==> config.mk <==
export PLATFORM = sky130hd
export DESIGN_NAME = multicycle_control_unit
export DESIGN_NICKNAME = d
export VERILOG_FILES = /design/src/rtl/multicycle_control_unit.sv
export SDC_FILE = /design/constraint.sdc
export NUM_CORES = 1
export LEC_CHECK = 0
export ABC_AREA = 1
export CAP_MARGIN = 20
export CORE_MARGIN = 2
export CORE_UTILIZATION = 35
export DETAILED_ROUTE_END_ITERATION = 10
export PLACE_DENSITY = 0.8
export SYNTH_ARGS = -nofsm -noshare
export SYNTH_HDL_FRONTEND = slang
export SYNTH_SLANG_ARGS = --single-unit
==> constraint.sdc <==
create_clock -name clk -period 2.05 [get_ports clk]
set_input_delay 0.41 -clock clk [delete_from_list [all_inputs] [get_ports clk]]
set_output_delay 0.41 -clock clk [all_outputs]
set_load 0.005 [all_outputs]
Fig. 1: clock distribution
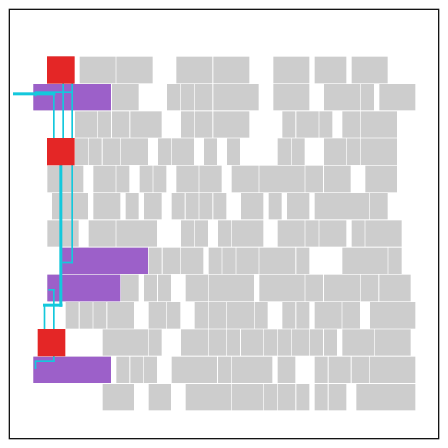
Key: purple = flip-flops [count 4]; red = cells driving clock nets [count 3]; cyan = clock wires [length 73.1 um]
There are 4 routed clock nets.
Clock power frac: 0.347
Post-Route Skew: 4.257 ps
clk_lat worst skew: 240 ps
Clock group: 0.0979 mW

Fig. 2: placed standard cells
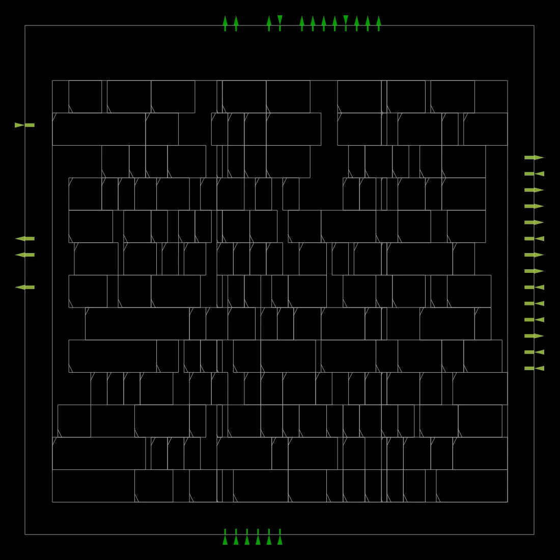
Core Region: 0.001350 mm2
fillers: 108
Final Util: 0.7943

Fig. 3: selected gate families
Bar = 10 um.
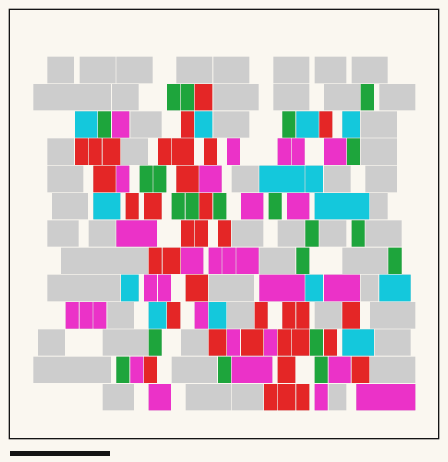
Key: magenta = NOR gates [cells 30]; red = NAND gates [cells 36]; green = inverters [cells 21]; cyan = inverting AOI/OAI gates [cells 14]
most numerous logic cell after layout: nand2_1
Layout Cells excl Fill: 169
logic share of the area: 0.4072

Fig. 4: routed metal per tile
The die is cut into 9 by 9 equal tiles; black is low, pale yellow is high, scaled to the fullest tile. Values are wire area over tile area, all layers added.
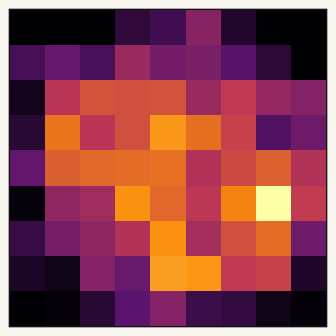
The fullest tile reaches 0.48. The emptiest ninth of the die: south-west. 33% of the tiles are over half the peak. The densest ninth of the die: center. The mean over all tiles is 0.17. 12% of the tiles are nearly empty.
Routed wire per std cell: 11.87 um
GRT Total Usage: 0.2152

==> flow_metrics.py <==
# Metrics from the implementation run
metrics = {
    "routing": {
        "drt-total-wl_um": 2006,
        "drtIter0Drc": 13,
        "ant_nets": 0,
        "dr.pass1.iters": 4,
        "vias": 844,
        "via_per_inst": 4.994,
        "drc_errors": 0,
    },
    "final_timing": {
        "slew_headroom": 0.8535,
        "hold_viol_final": 0,
        "fin_crit_sh": 0.9741,
        "min_period_ps": 1997,
        "finalSetupViolCount": 0,
        "worstMarginPinSlew_ps": 217.5,
        "finalMaxSlewViolations": 0,
        "max_freq_mhz": 500.8,
    },
    "floorplanning": {
        "floorplan.core_util": 0.3883,
        "die-area_mm2": 0.001823,
        "rows": 13,
    },
    "global_route": {
        "antenna_found_initial": 0,
        "globalRouteMet1Util": 0.2732,
        "grt_busiest_layer": "met2",
        "grt_max_degree": 7,
        "grt_pass1_vias": 764,
    },
    "clocking": {
        "h-tree-depth": 1,
        "clk_path_buf_depth": 2,
        "numCtsBuffers": 3,
        "root_buffer": "clkbuf_4",
    },
    "final_layout": {
        "largest_reg_flops": 4,
        "diodes": 0,
    },
    "setup_path": {
        "cp_data_arrival_time_ps": 1590,
        "worst_path_max_delay_cell": "dfxtp_1",
        "cp_top_family": "simple AND/OR/NAND/NOR gates",
        "crit_buf_inv": 3,
        "cp.required_ps": 1640,
        "critical_path_peak_fanout": 4,
    },
    "run_status": {
        "outcome": "finished, final reports clean",
    },
    "synth": {
        "ys_cells": 105,
        "fp_nets": 121,
        "synth_area_um2": 524.3,
        "ys_chip_area_um2": 524.3,
        "synth_cell_types": 16,
        "avgSynthCellArea_um2": 4.993,
        "yosysWarnings": 0,
        "postSynthCellCount": 105,
        "postSynthSeqShare": 0.1527,
    },
    "placement": {
        "dp_hpwl_um": 1538,
        "gp_congestion": 0.8857,
    },
    "power_and_ir_drop": {
        "leakage_nw": 0.5829,
    },
    "worst_hold_path": {
        "hold_depth": 6,
    },
}
-- timing repair --
action,in CTS,in global routing
hold buffers,0,0
gates resized,20,35
pin swaps,1,6
buffers inserted,1,1
endpoints found under the setup margin,10,7
endpoints found under the hold margin,0,0
-- through the flow --
| step | cell area (um2) | total power, mW | worst slack, ps | setup TNS (ps) | hold WS, ps |
|---|---|---|---|---|---|
| 2_1_floorplan | 524.3 | 0.1164 | 661.1 | 0 | 615.7 |
| 3_3_place_gp | 960.9 | 0.1801 | -309.8 | -1082 | 705.4 |
| 3_5_place_dp | 960.9 | 0.1812 | -352.6 | -1379 | 709.5 |
| 4_1_cts | 997.2 | 0.2816 | -64.36 | -64.36 | 714.7 |
| 5_1_grt | 1072 | 0.3009 | -29.64 | -29.64 | 758.1 |
| 6_report | 1072 | 0.2824 | 53.05 | 0 | 698.3 |
-- cell usage after synthesis (all sizes together) --
library cell	instances	share of area
nor2	26	0.20
nand2	24	0.17
inv	21	0.15
nand3	10	0.095
o21ai	5	0.048
a21oi	4	0.038
dfxtp	4	0.15
nor3	3	0.029
a31oi	2	0.024
nand4	2	0.024
nor4	1	0.024
o2111ai	1	0.017
o211ai	1	0.014
o22ai	1	0.012
-- area by class of cell --
class	count	area, um2
Sequential cell	4	86.33
Tap cell	15	18.77
Timing Repair Buffer	46	429.2
Fill cell	108	277.8
Multi-Input combinational cell	80	436.7
Inverter	21	78.83
Clock buffer	3	22.52
-- cells by family after synthesis --
logic type,share of synthesized area
AOI/OAI and AO/OA,0.1528
and+or+nand+nor,0.5441
DFF,0.1528
buffers and inverters,0.1503
-- per-layer routing --
layer / up-vias / routed length, um / share of wire
li1: 440 / - / -
met2: 29 / 976 / 0.49
met5: - / 0 / 0
met1: 373 / 911 / 0.45
met4: 0 / 14 / 0.0070
met3: 2 / 102 / 0.051
-- worst min-delay path: cells and delay by family --
kind                   cells  cell delay (ps)
buffers and inverters      1              150
AND/OR/NAND/NOR            5              330
-- where the power goes --
part / internal, mW / leakage, nW / total, mW / switching [mW]
Combinational: 0.0526 / 0.535 / 0.102 / 0.0498
Sequential: 0.0794 / 0.0341 / 0.0820 / 0.00259
Clock: 0.0655 / 0.0138 / 0.0979 / 0.0324
Total: 0.198 / 0.583 / 0.282 / 0.0848
Power is estimated from default activity; no workload was simulated.
